--- config.mk ---
export PLATFORM = sky130hd
export DESIGN_NAME = audio_source_router
export DESIGN_NICKNAME = d
export VERILOG_FILES = /design/src/rtl/audio_pkg.sv /design/src/rtl/audio_gain_stage.sv /design/src/rtl/audio_source_router.sv
export SDC_FILE = /design/constraint.sdc
export NUM_CORES = 1
export LEC_CHECK = 0
export ABC_AREA = 1
export ABC_CLOCK_PERIOD_IN_PS = 5100
export CAP_MARGIN = 20
export CORE_MARGIN = 1.5
export CORE_UTILIZATION = 50
export CTS_CLUSTER_SIZE = 25
export DETAILED_ROUTE_END_ITERATION = 10
export GPL_ROUTABILITY_DRIVEN = 0
export PLACE_DENSITY = 0.76
export SYNTH_ARGS = -nofsm -noshare
export SYNTH_HDL_FRONTEND = slang
export SYNTH_SLANG_ARGS = --single-unit
--- constraint.sdc ---
create_clock -name clk -period 5.1 [get_ports clk]
set_clock_uncertainty 0.2 [all_clocks]
set_input_delay 1.02 -clock clk [delete_from_list [all_inputs] [get_ports clk]]
set_output_delay 1.02 -clock clk [all_outputs]
set_load 0.005 [all_outputs]
--- src/rtl/audio_pkg.sv ---
// audio_pkg: shared state encoding and index/gain helpers for the audio routing blocks.
package audio_pkg;
  typedef enum logic [2:0] {PASS, FADE_OUT, SWITCH, FADE_IN, MUTED} state_t;
  function automatic int gain_full(input int ramp_shift);
    return 1 << ramp_shift;
  endfunction
  function automatic int ch_lo(input int s, input int c, input int num_ch, input int data_w);
    return (s * num_ch + c) * data_w;
  endfunction
endpackage

--- src/rtl/audio_gain_stage.sv ---
// audio_gain_stage: registered per-channel signed sample x unsigned gain, arithmetic shift, truncate.
module audio_gain_stage
  import audio_pkg::*;
#(
  parameter int NUM_CH = 2,
  parameter int DATA_W = 24,
  parameter int RAMP_SHIFT = 6
) (
  input  logic                     clk,
  input  logic                     reset,
  input  logic                     in_valid,
  input  logic [NUM_CH*DATA_W-1:0] in_data,
  input  logic [RAMP_SHIFT:0]      gain,
  output logic                     out_valid,
  output logic [NUM_CH*DATA_W-1:0] out_data
);
  localparam int PW = DATA_W + RAMP_SHIFT + 2;
  always_ff @(posedge clk)
    if (reset) begin
      out_valid <= 1'b0;
      out_data <= '0;
    end else begin
      out_valid <= in_valid;
      if (in_valid)
        for (int c = 0; c < NUM_CH; c++)
          out_data[ch_lo(0, c, NUM_CH, DATA_W) +: DATA_W] <=
            DATA_W'((PW'($signed(in_data[ch_lo(0, c, NUM_CH, DATA_W) +: DATA_W])) *
                     PW'($signed({1'b0, gain}))) >>> RAMP_SHIFT);
    end
endmodule

--- src/rtl/audio_source_router.sv ---
// audio_source_router: click-free NUM_SRC-way multichannel PCM source select with linear gain ramps.
// Define AUDIO_ROUTER_PEAK_EN to add per-channel output peak meters (peak, peak_clr).
module audio_source_router
  import audio_pkg::*;
#(
  parameter int NUM_SRC = 4,
  parameter int NUM_CH = 2,
  parameter int DATA_W = 24,
  parameter int RAMP_SHIFT = 6
) (
  input  logic                             clk,
  input  logic                             reset,
  input  logic [NUM_SRC-1:0]               src_valid,
  input  logic [NUM_SRC*NUM_CH*DATA_W-1:0] src_data,
  input  logic [3:0]                       sel,
  input  logic                             sel_load,
  input  logic                             mute,
  output logic                             out_valid,
  output logic [NUM_CH*DATA_W-1:0]         out_data,
  output logic [3:0]                       cur_sel,
  output logic                             busy,
  output logic                             sel_err
`ifdef AUDIO_ROUTER_PEAK_EN
  ,
  input  logic                             peak_clr,
  output logic [NUM_CH*DATA_W-1:0]         peak
`endif
);
  localparam int GAIN_W = RAMP_SHIFT + 1;
  localparam int SW = NUM_CH * DATA_W;
  localparam logic [GAIN_W-1:0] FULL = GAIN_W'(gain_full(RAMP_SHIFT));
  state_t state;
  logic [GAIN_W-1:0] gain, g1;
  logic [3:0] target, nt;
  logic sv, acc, load_ok, leave, v1;
  logic [SW-1:0] sd, d1;
  always_comb begin
    sv = 1'b0;
    sd = '0;
    for (int s = 0; s < NUM_SRC; s++)
      if (cur_sel == 4'(s)) begin
        sv = src_valid[s];
        sd = src_data[ch_lo(s, 0, NUM_CH, DATA_W) +: SW];
      end
  end
  assign load_ok = sel_load && int'(sel) < NUM_SRC;
  assign nt = load_ok ? sel : target;
  assign acc = sv && state != SWITCH;
  assign leave = mute || (load_ok && sel != cur_sel);
  assign busy = state != PASS && state != MUTED;
  // gain only moves on accepted samples of cur_sel, so ramp length is counted in samples
  always_ff @(posedge clk)
    if (reset) begin
      state <= FADE_IN;
      gain <= '0;
      target <= '0;
      cur_sel <= '0;
      sel_err <= 1'b0;
    end else begin
      target <= nt;
      if (sel_load && !load_ok) sel_err <= 1'b1;
      case (state)
        PASS: if (leave) state <= FADE_OUT;
        FADE_OUT: begin
          if (acc && gain != '0) gain <= gain - 1'b1;
          if (gain == '0 || (acc && gain == GAIN_W'(1))) state <= mute ? MUTED : SWITCH;
        end
        SWITCH: begin
          cur_sel <= nt;
          state <= FADE_IN;
        end
        FADE_IN:
          if (leave) state <= FADE_OUT;
          else if (acc) begin
            gain <= gain + 1'b1;
            if (gain == FULL - 1'b1) state <= PASS;
          end
        MUTED: if (!mute) state <= SWITCH;
        default: state <= FADE_IN;
      endcase
    end
  always_ff @(posedge clk)
    if (reset) begin
      v1 <= 1'b0;
      d1 <= '0;
      g1 <= '0;
    end else begin
      v1 <= acc;
      if (acc) begin
        d1 <= sd;
        g1 <= gain;
      end
    end
  audio_gain_stage #(.NUM_CH(NUM_CH), .DATA_W(DATA_W), .RAMP_SHIFT(RAMP_SHIFT)) u_gain (
    .clk(clk),
    .reset(reset),
    .in_valid(v1),
    .in_data(d1),
    .gain(g1),
    .out_valid(out_valid),
    .out_data(out_data)
  );
`ifdef AUDIO_ROUTER_PEAK_EN
  for (genvar c = 0; c < NUM_CH; c++) begin : g_peak
    logic signed [DATA_W-1:0] o;
    logic [DATA_W-1:0] mag, pk;
    assign o = out_data[ch_lo(0, c, NUM_CH, DATA_W) +: DATA_W];
    assign mag = o == {1'b1, {(DATA_W-1){1'b0}}} ? {1'b0, {(DATA_W-1){1'b1}}} : (o[DATA_W-1] ? -o : o);
    assign peak[ch_lo(0, c, NUM_CH, DATA_W) +: DATA_W] = pk;
    always_ff @(posedge clk)
      if (reset) pk <= '0;
      else if (peak_clr) pk <= out_valid ? mag : '0;
      else if (out_valid && mag > pk) pk <= mag;
  end
`endif
endmodule

==> run_summary.xml <==
<?xml version="1.0" encoding="UTF-8"?>
<metrics>
  <group name="floorplanning">
    <metric name="num_tap_cells" unit="">468</metric>
    <metric name="coreArea" unit="um2">36700</metric>
    <metric name="count_of_standard_cell_rows" unit="">70</metric>
    <metric name="die_area" unit="um2">38500</metric>
    <metric name="initial_core_util" unit="%">50.9</metric>
    <metric name="io_pins" unit="">259</metric>
    <metric name="dieWidth" unit="um">196</metric>
    <metric name="die_h" unit="um">196</metric>
  </group>
  <group name="outcome">
    <metric name="outcome" unit="">finished, final reports clean</metric>
  </group>
  <group name="critical_path">
    <metric name="cp-end-kind" unit="">flop</metric>
    <metric name="critPathKind" unit="">flop to flop</metric>
    <metric name="cp-start-kind" unit="">flop</metric>
    <metric name="cp_data_required_time" unit="ns">5.23</metric>
    <metric name="max_stage_delay" unit="ns">0.55</metric>
    <metric name="endpoint" unit="">u_gain.out_data[45]$_SDFFE_PP0P_</metric>
    <metric name="crit-reg2reg-capture" unit="">u_gain.out_data[45]$_SDFFE_PP0P_</metric>
    <metric name="cpMaxStageDelayCell" unit="">fa_1</metric>
    <metric name="crit_fanout" unit="">13</metric>
    <metric name="cp.arrival" unit="ns">4.96</metric>
    <metric name="ff2ff_path_depth" unit="">20</metric>
    <metric name="worst_r2r_startpoint" unit="">g1[2]$_SDFFE_PP0P_</metric>
  </group>
  <group name="grt">
    <metric name="total_grt_overflow" unit="">0</metric>
    <metric name="grt_pass1_vias" unit="">18820</metric>
    <metric name="globalRouteMet1Util" unit="%">31.9</metric>
    <metric name="globalRouteMet3Util" unit="%">5.04</metric>
    <metric name="grt_use_total" unit="%">28.9</metric>
    <metric name="global_routing_met2_resource_utilization" unit="%">52.5</metric>
    <metric name="initial_antenna_violation_count" unit="">0</metric>
    <metric name="grt_busiest_layer" unit="">met2</metric>
    <metric name="grt_pass1_wl" unit="um">89500</metric>
  </group>
  <group name="final_timing">
    <metric name="max_freq" unit="MHz">207</metric>
    <metric name="finalClockPeriodUsage" unit="%">94.6</metric>
    <metric name="report.final.setup_viol" unit="">0</metric>
    <metric name="timing_hold_violations_final" unit="">0</metric>
    <metric name="crit_path_setup_slack_layout" unit="ns">0.275</metric>
    <metric name="post_route_setup_tns" unit="ns">0</metric>
    <metric name="tightestPinTransition" unit="ns">0.946</metric>
    <metric name="finalHoldWorstSlack" unit="ns">0.252</metric>
    <metric name="finalWorstPathRequiredPeriod" unit="ns">4.83</metric>
  </group>
  <group name="drt">
    <metric name="routed_wl" unit="um">53100</metric>
    <metric name="wl_per_cell" unit="um">15.4</metric>
    <metric name="antenna_left" unit="">0</metric>
    <metric name="top_signal_layer_used" unit="">met4</metric>
    <metric name="drtIter0Drc" unit="">1115</metric>
    <metric name="wirelength_met1" unit="um">20100</metric>
    <metric name="dr.pass1.iters" unit="">6</metric>
    <metric name="via_count" unit="">18040</metric>
    <metric name="drc" unit="">0</metric>
    <metric name="wire_length_on_met3" unit="um">3220</metric>
    <metric name="detail_route.vias_per_cell" unit="">5.24</metric>
  </group>
  <group name="power_and_ir_drop">
    <metric name="share_clk_of_total_power" unit="%">13.1</metric>
    <metric name="internal_power" unit="mW">4.41</metric>
    <metric name="p_comb" unit="mW">6.28</metric>
    <metric name="power.leakage" unit="nW">12.8</metric>
    <metric name="largest_power_group" unit="">combinational logic</metric>
    <metric name="cellPowerDensity" unit="nW/um2">419</metric>
    <metric name="total_switching_power" unit="mW">4.90</metric>
    <metric name="power.switching_fraction" unit="%">52.6</metric>
  </group>
  <group name="place">
    <metric name="portBuffers" unit="">258</metric>
    <metric name="numPlacedInstances" unit="">3412</metric>
    <metric name="placed_cell_areas" unit="um2">21600</metric>
    <metric name="place_ws" unit="ns">0.255</metric>
  </group>
  <group name="finish">
    <metric name="final-instance-count-excl-fill" unit="">3445</metric>
    <metric name="buf_share" unit="%">13.1</metric>
    <metric name="layout-drive-gt1-share" unit="%">2.92</metric>
    <metric name="layout.cells.most_common" unit="">inv_1</metric>
    <metric name="nFillCells" unit="">3326</metric>
    <metric name="clkCellAreaFrac" unit="%">2.55</metric>
    <metric name="area_growth_syn_to_layout" unit="%">18.9</metric>
    <metric name="comb_share" unit="%">57.7</metric>
    <metric name="antennaDiodeCount" unit="">0</metric>
    <metric name="sequential_cell_area" unit="um2">2480</metric>
    <metric name="postLayoutCellArea" unit="um2">22200</metric>
    <metric name="num-clock-buffers" unit="">18</metric>
    <metric name="layout.non_clock_inverters" unit="">761</metric>
    <metric name="top_regs" unit="">d1 x48, u_gain.out_data x48</metric>
    <metric name="ff_count" unit="">124</metric>
    <metric name="seq_area_share" unit="%">11.2</metric>
    <metric name="utilization" unit="%">60.5</metric>
    <metric name="finish.net_count" unit="">3526</metric>
  </group>
  <group name="clock_network">
    <metric name="tritoncts_clock_tree" unit="">built</metric>
    <metric name="post_cts_hold_buffer_count" unit="">0</metric>
    <metric name="cts_buffers" unit="">17</metric>
    <metric name="root_buffer" unit="">clkbuf_16</metric>
    <metric name="worst_case_clock_buffer_depth" unit="">2</metric>
    <metric name="cts.repair_timing.setup_buffer_count" unit="">0</metric>
    <metric name="post_cts.resized_instances" unit="">0</metric>
    <metric name="cts.clk_slew.worst_paths" unit="ns">0.08</metric>
    <metric name="cts.sink_count" unit="">124</metric>
  </group>
  <group name="synth">
    <metric name="syn_area" unit="um2">18700</metric>
    <metric name="synth_simple_gate_area_share" unit="%">22.5</metric>
    <metric name="yosys.cell_types.count" unit="">42</metric>
    <metric name="syn_inst" unit="">2791</metric>
    <metric name="aoi_share" unit="%">10.3</metric>
    <metric name="avgSynthCellArea" unit="um2">6.69</metric>
    <metric name="postSynthSeqShare" unit="%">13.3</metric>
    <metric name="synth.area.mux_share" unit="%">0.107</metric>
    <metric name="top_cell_area_share" unit="%">25.7</metric>
    <metric name="synth-adder-area-share" unit="%">33.6</metric>
    <metric name="mappedNetlistNets" unit="">3353</metric>
  </group>
  <group name="worst_hold_path">
    <metric name="hold_path_startpoint" unit="">target[2]$_SDFF_PP0_</metric>
    <metric name="number_of_stages_on_the_worst_hold_path" unit="">2</metric>
    <metric name="timing.hold.worst_endpoint" unit="">target[2]$_SDFF_PP0_</metric>
  </group>
</metrics>
==> synthesized netlist by cell type, drive strengths merged <==
library cell / count
dfxtp: 124
o21bai: 4
a21boi: 3
ha: 118
buf: 23
a21oi: 83
or2: 3
o211ai: 7
nor4: 4
and2: 2
nor2: 213
nor3: 15
nand3: 91
mux2i: 2
clkbuf: 114
o21ai: 123
o21a: 2
a31oi: 52
nand2: 688
nor2b: 1
a21o: 3
and3: 1
xor2: 24
nand3b: 3
inv: 761
fa: 240
xnor2: 16
nand4: 23
a221oi: 48
==> worst max-delay path: cells and delay by family, from the launching register on <==
kind,cells,cell delay [ns]
adders and majority gates,5,2.42
buffers and inverters,5,0.47
DFF,1,0.38
and+or+nand+nor,10,1.23
### Cell area per tile

Scale: 1.5 px per um. 20 x 20 tiles, from black (low) to pale yellow (high), 0 to 100% covered.
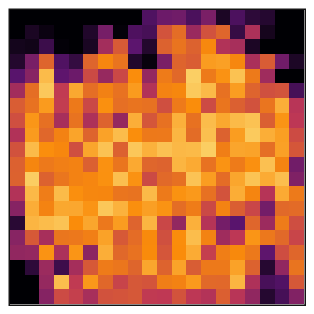
mean over tiles: 56%
tiles over 75% full: 27%
nearly empty tiles: 7.2%
emptiest ninth of the die: upper left

### Clock network drawn from the DEF

Scale: 3 px per um.
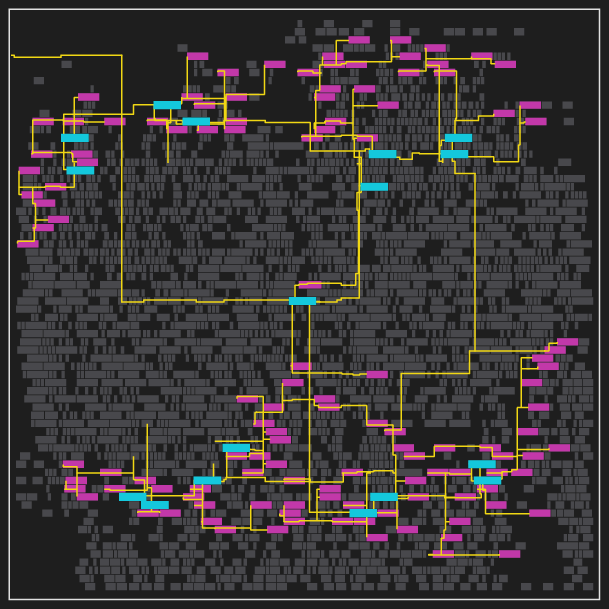
[magenta] flip-flops | count: 124
[yellow] clock wires | length: 2,360 um
[cyan] clock drivers | count: 17
flops lie: widely spread
power consumed by the clock network: 1.22 mW
Worst-Skew Late Latency: 0.46 ns

Power figures rest on the tool's default switching activity, not on a simulated workload.
